File: src/rtl/fifo_rd_packer_if.sv
// Bundles the FIFO read port, the flush request and the downstream word
// handshake of fifo_rd_packer. The master modport is the packer's view and
// the slave modport is the environment's view (FIFO plus word consumer).
// out_parity exists only when FIFO_RD_PACKER_PARITY_EN is defined.
interface fifo_rd_packer_if #(
   parameter int DATA_W = 4,
   parameter int PACK_N = 4
);
   localparam int OUT_W = DATA_W * PACK_N;
   localparam int CNT_W = $clog2(PACK_N + 1);

   logic              empty;
   logic              r_en;
   logic [DATA_W-1:0] r_data;
   logic              flush;
   logic              out_valid;
   logic              out_ready;
   logic [OUT_W-1:0]  out_data;
   logic [CNT_W-1:0]  out_cnt;
`ifdef FIFO_RD_PACKER_PARITY_EN
   logic              out_parity;

   modport master (
      input  empty, r_data, flush, out_ready,
      output r_en, out_valid, out_data, out_cnt, out_parity
   );
   modport slave (
      output empty, r_data, flush, out_ready,
      input  r_en, out_valid, out_data, out_cnt, out_parity
   );
`else
   modport master (
      input  empty, r_data, flush, out_ready,
      output r_en, out_valid, out_data, out_cnt
   );
   modport slave (
      output empty, r_data, flush, out_ready,
      input  r_en, out_valid, out_data, out_cnt
   );
`endif
endinterface

File: src/rtl/fifo_rd_packer.sv
// fifo_rd_packer: read-clock-domain consumer of a 4-bit async FIFO.
// Pops nibbles while the FIFO is not empty, packs PACK_N of them (first nibble
// in the low bits) into one word and offers it on a valid/ready handshake.
// A flush pulse emits the partial word zero-padded, with out_cnt = nibbles held.
// Optional feature macro: FIFO_RD_PACKER_PARITY_EN adds out_parity = ^out_data,
// registered together with out_data.
module fifo_rd_packer #(
   parameter int DATA_W = 4,
   parameter int PACK_N = 4
) (
   input logic              r_clk,
   input logic              r_rst_n,
   fifo_rd_packer_if.master bus
);
   localparam int OUT_W = DATA_W * PACK_N;
   localparam int CNT_W = $clog2(PACK_N + 1);

   // FILL: popping nibbles; HOLD: full word parked in acc waiting for the
   // output slot; FLUSH_WAIT: a flush is owed, partial word waits for the slot.
   typedef enum logic [1:0] {FILL, HOLD, FLUSH_WAIT} state_t;

   state_t            state_q, state_d;
   logic              run_q, run_d;
   logic [OUT_W-1:0]  acc_q, acc_d;
   logic [CNT_W-1:0]  cnt_q, cnt_d;
   logic              rd_pend_q, rd_pend_d;
   logic              out_valid_q, out_valid_d;
   logic [OUT_W-1:0]  out_data_q, out_data_d;
   logic [CNT_W-1:0]  out_cnt_q, out_cnt_d;

   logic              slot_free;
   logic              flush_take;
   logic              r_en;
   logic [CNT_W:0]    in_use;
   logic [OUT_W-1:0]  acc_land;
   logic [CNT_W-1:0]  cnt_land;

   // Pop decision: a flush that will act this cycle blocks the pop so the
   // partial word is not chased by a fresh nibble.
   always_comb begin
      slot_free  = !out_valid_q || bus.out_ready;
      in_use     = {1'b0, cnt_q} + {{CNT_W{1'b0}}, rd_pend_q};
      flush_take = bus.flush && (state_q == FILL) && (rd_pend_q || (cnt_q != '0));
      r_en       = run_q && !bus.empty && (state_q == FILL) &&
                   (in_use < (CNT_W+1)'(PACK_N)) && !flush_take;
   end

   // Accumulator image after the in-flight nibble lands at slot cnt.
   always_comb begin
      acc_land = acc_q;
      for (int i = 0; i < PACK_N; i++) begin
         if (cnt_q == CNT_W'(i)) begin
            acc_land[i*DATA_W +: DATA_W] = bus.r_data;
         end
      end
      cnt_land = cnt_q + CNT_W'(1);
   end

   // Next-state, accumulation and output-slot loading.
   always_comb begin
      state_d     = state_q;
      run_d       = 1'b1;
      acc_d       = acc_q;
      cnt_d       = cnt_q;
      rd_pend_d   = r_en;
      out_valid_d = out_valid_q && !bus.out_ready;
      out_data_d  = out_data_q;
      out_cnt_d   = out_cnt_q;

      unique case (state_q)
         FILL: begin
            if (rd_pend_q) begin
               if (cnt_land == CNT_W'(PACK_N)) begin
                  // Completion wins over a coincident flush.
                  if (slot_free) begin
                     out_data_d  = acc_land;
                     out_cnt_d   = CNT_W'(PACK_N);
                     out_valid_d = 1'b1;
                     acc_d       = '0;
                     cnt_d       = '0;
                  end else begin
                     acc_d   = acc_land;
                     cnt_d   = cnt_land;
                     state_d = HOLD;
                  end
               end else begin
                  acc_d = acc_land;
                  cnt_d = cnt_land;
                  // Nibble lands now; the owed flush is served next cycle.
                  if (flush_take) begin
                     state_d = FLUSH_WAIT;
                  end
               end
            end else if (flush_take) begin
               if (slot_free) begin
                  out_data_d  = acc_q;
                  out_cnt_d   = cnt_q;
                  out_valid_d = 1'b1;
                  acc_d       = '0;
                  cnt_d       = '0;
               end else begin
                  state_d = FLUSH_WAIT;
               end
            end
         end
         HOLD, FLUSH_WAIT: begin
            // cnt_q is PACK_N in HOLD and the partial count in FLUSH_WAIT.
            if (slot_free) begin
               out_data_d  = acc_q;
               out_cnt_d   = cnt_q;
               out_valid_d = 1'b1;
               acc_d       = '0;
               cnt_d       = '0;
               state_d     = FILL;
            end
         end
         default: begin
            state_d = FILL;
         end
      endcase
   end

   // State and datapath registers; reset discards any partial word.
   always_ff @(posedge r_clk or negedge r_rst_n) begin
      if (!r_rst_n) begin
         state_q     <= FILL;
         run_q       <= 1'b0;
         acc_q       <= '0;
         cnt_q       <= '0;
         rd_pend_q   <= 1'b0;
         out_valid_q <= 1'b0;
         out_data_q  <= '0;
         out_cnt_q   <= '0;
      end else begin
         state_q     <= state_d;
         run_q       <= run_d;
         acc_q       <= acc_d;
         cnt_q       <= cnt_d;
         rd_pend_q   <= rd_pend_d;
         out_valid_q <= out_valid_d;
         out_data_q  <= out_data_d;
         out_cnt_q   <= out_cnt_d;
      end
   end

`ifdef FIFO_RD_PACKER_PARITY_EN
   logic out_parity_q, out_parity_d;

   // Parity follows out_data_d so it loads and holds with the word.
   always_comb begin
      out_parity_d = ^out_data_d;
   end

   // Parity register, aligned with out_data_q.
   always_ff @(posedge r_clk or negedge r_rst_n) begin
      if (!r_rst_n) begin
         out_parity_q <= 1'b0;
      end else begin
         out_parity_q <= out_parity_d;
      end
   end

   assign bus.out_parity = out_parity_q;
`endif

   assign bus.r_en      = r_en;
   assign bus.out_valid = out_valid_q;
   assign bus.out_data  = out_data_q;
   assign bus.out_cnt   = out_cnt_q;
endmodule

File: src/flat_wrapper.sv
// flat-port wrapper written by rule: the top's interface ports become plain ports
module fifo_rd_packer_flat 
#(
   parameter int DATA_W = 4,
   parameter int PACK_N = 4
)
  (r_clk, r_rst_n, bus_empty, bus_r_data, bus_flush, bus_out_ready, bus_r_en, bus_out_valid, bus_out_data, bus_out_cnt);
  fifo_rd_packer_if #(.DATA_W(DATA_W), .PACK_N(PACK_N)) bus_i ();
  input logic r_clk;
  input logic r_rst_n;
  input wire logic [$bits(bus_i.empty)-1:0] bus_empty;
  input wire logic [$bits(bus_i.r_data)-1:0] bus_r_data;
  input wire logic [$bits(bus_i.flush)-1:0] bus_flush;
  input wire logic [$bits(bus_i.out_ready)-1:0] bus_out_ready;
  output wire logic [$bits(bus_i.r_en)-1:0] bus_r_en;
  output wire logic [$bits(bus_i.out_valid)-1:0] bus_out_valid;
  output wire logic [$bits(bus_i.out_data)-1:0] bus_out_data;
  output wire logic [$bits(bus_i.out_cnt)-1:0] bus_out_cnt;
  assign bus_i.empty = bus_empty;
  assign bus_i.r_data = bus_r_data;
  assign bus_i.flush = bus_flush;
  assign bus_i.out_ready = bus_out_ready;
  assign bus_r_en = bus_i.r_en;
  assign bus_out_valid = bus_i.out_valid;
  assign bus_out_data = bus_i.out_data;
  assign bus_out_cnt = bus_i.out_cnt;
  fifo_rd_packer #(.DATA_W(DATA_W), .PACK_N(PACK_N)) u_core (.r_clk(r_clk), .r_rst_n(r_rst_n), .bus(bus_i));
endmodule
File: config.mk
export PLATFORM = sky130hd
export DESIGN_NAME = fifo_rd_packer_flat
export DESIGN_NICKNAME = d
export VERILOG_FILES = /design/src/rtl/fifo_rd_packer_if.sv /design/src/rtl/fifo_rd_packer.sv /design/src/flat_wrapper.sv
export SDC_FILE = /design/constraint.sdc
export NUM_CORES = 1
export LEC_CHECK = 0
export CAP_MARGIN = 20
export CORE_ASPECT_RATIO = 1.75
export CORE_MARGIN = 2
export CORE_UTILIZATION = 30
export CTS_CLUSTER_DIAMETER = 60
export DETAILED_ROUTE_END_ITERATION = 6
export SYNTH_ARGS = -nofsm -noshare
export SYNTH_HDL_FRONTEND = slang
export SYNTH_SLANG_ARGS = --single-unit
export TNS_END_PERCENT = 20
File: constraint.sdc
create_clock -name r_clk -period 4.1 [get_ports r_clk]
set_input_delay 0.82 -clock r_clk [delete_from_list [all_inputs] [get_ports r_clk]]
set_output_delay 0.82 -clock r_clk [all_outputs]
set_load 0.01 [all_outputs]
Port wiring:
The bar under the picture is 20 um long.
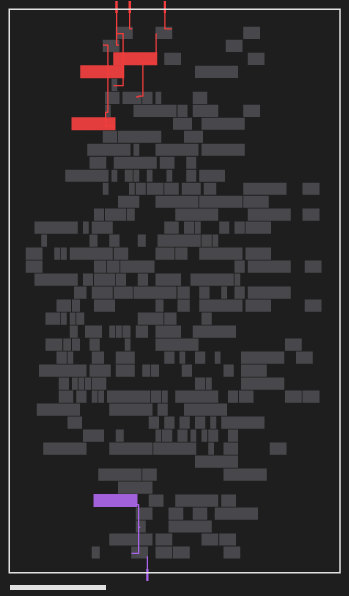
legend:
  bus_out_valid:
    color: purple
    bits: 1
    direction: output
    edge: bottom
    end_cells: 1
    wire: 14.9 um
  bus_out_cnt:
    color: red
    bits: 3
    direction: output
    edge: top
    end_cells: 3
    wire: 66.7 um

Routing congestion map:
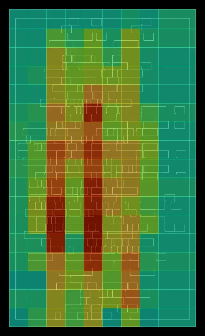
met2 Resource Use GR: 26.1%
Global Route met1 Usage: 16.0%

==> notes.md <==
fresh numbers from the pnr run: area of the core 7180 um^2, Vias 1666, Slowest cell on crit path clkdlybuf4s50_1, Setup Fix Bufs, Post-CTS 0, Sw Pwr 0.000777 W, ys flops about 43, Clock power frac 18.3%, final setup vio count 0, CP Data Arrival Time 2.51 ns, area share, top type about 49%, Wirelength per Cell 16.9 um, Post-Layout Inst Area 2730 um^2, dpl ws ~0.8 ns, CTS Sinks about 43, Crit path top cell by count clkdlybuf4s50_1, Worst-path clk slew 0.06 ns, Top cells by area dfrtp_1 49%, o22ai_1 8.2%, a2bb2oi_2 4.7%, WP buf/inv 3, CP top delay family buffers and inverters, DRT Wirelength 5320 um, status completed, synthesized instance count between 150 and 200, most used logic cell in the final layout dfrtp_1, FF-to-FF End u_core.bus.out_data[7], Die Footprint 8110 um^2, largest net degree at the start of global routing 44, Biggest consumer combinational logic, comb pwr 0.00105 W, Min-Delay Path Class input port to async pin, Area after DPL 2570 um^2, Register Area 1080 um^2, leakage 1.10 nW, Adder Share, Synth 4.52%, Crit. End Element output pin, comb area leader AND-OR/OR-AND gates, port bufs 29, GR peak layer met2, Crit Path Class input port to output pin, post-route insts no fill 315, Multiplexer share around 2.9%, Max-cap violations 0, CP max stage delay 0.60 ns, Worst-Margin Slew slightly below 0.7 ns, Slew Limit Fails 0, Buffers excl. clock 32, clock-net power 0.000383 W, RD Place Congestion about 0.8, Final Util 38.0%, GR Layer Usage met3 under 10%, Clock Latency Late Sink 0.29 ns, die width about 69 um, simple share 8.76%, GRT Util Overall 14.6%, DR pass1 iterations 4, most frequently placed logic cells in the final layout 43 x dfrtp_1, 29 x o22ai_1, 28 x clkdlybuf4s50_1, Initial Util 30.8%, crit path from bus_flush, clk buf depth 2, WHS 0.340 ns, H-tree depth 2, DRC viols 0, drt first-iter violations 46, WL met1 1990 um, cycle use final 81.2%, Area Overhead vs Synth 23.3%, Ports 30, worst vdd ir 320 uV, met2 wire len 3090 um, Fillers roughly 730, tap cells 86, inverters 25, CP required about 3.3 ns, Post-synth EDFFs 0, sequential share of power 31.8%, CLK BUF 7, number of global-route vias before repair 1731, fin crit period 3.33 ns, FF+latch count 43, Max-area cell class sequential cells, flop share of the area ~39%, Chip Area, Yosys 2210 um^2, RSZ-0062 raised after global routing false, Sw Ratio 37.1%, post-route ant nets 0, top cell type by instance count after synthesis dfrtp_1, worst-path maximum fanout 4, Total Power about 0.0021 W, Clk Tree Root Cell clkbuf_16, CP Capture Point bus_r_en, Int Pwr 0.00132 W, cell taking the most area after synthesis dfrtp_1, fmax 300 MHz, Logic pwr share 49.9%, Comb/total area 36.4%, area fraction in compound gates 28.6%, total CTS buffers 5, reg2reg setup slack ~1.7 ns, Power Sequential approximately 0.00067 W, Nets at Floorplan 214, Synth top cells by count 43 x dfrtp_1, 29 x o22ai_1, 25 x inv_1, NonClk Buf Share a little under an eighth, setup ws final 0.772 ns, critical path depth in cells 5, Async S/R FF share, synth 100%, max layer used met4, CTS tree built, multi-input gates 121, gr ovfl total 0, Fin. Hold Viols 0, first-pass GRT wire length 8800 um, FF-to-FF Start u_core.cnt_q[0], initial antenna violation count 0, post-CTS resize count 0, nets@finish 245, Max Clock Skew 0.00440 ns, cells along the critical path clkdlybuf4s50_1, inv_1, o21ai_0, a311oi_1, clkdlybuf4s50_1, Log Warnings 31, Hold-fix buffers, CTS 0
Sequential cells colored by netlist name:
The bar under the picture is 20 um long.
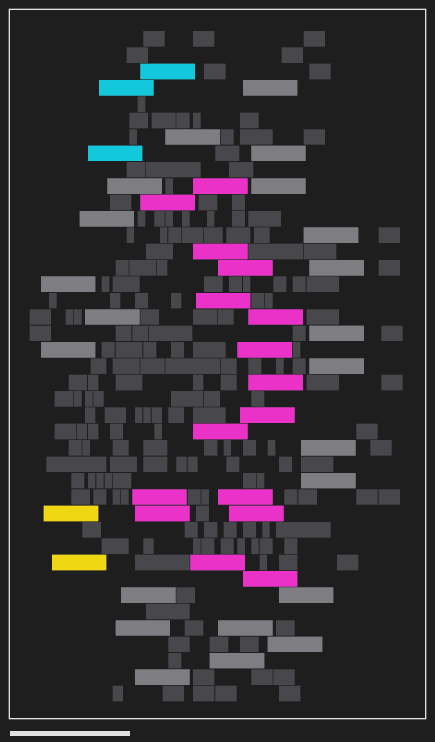
legend:
  u_core.state_q:
    color: yellow
    placed_flops: 2
  u_core.acc_q:
    color: magenta
    placed_flops: 16
  u_core.bus.out_cnt:
    color: cyan
    placed_flops: 3

Power is estimated from default activity; no workload was simulated.
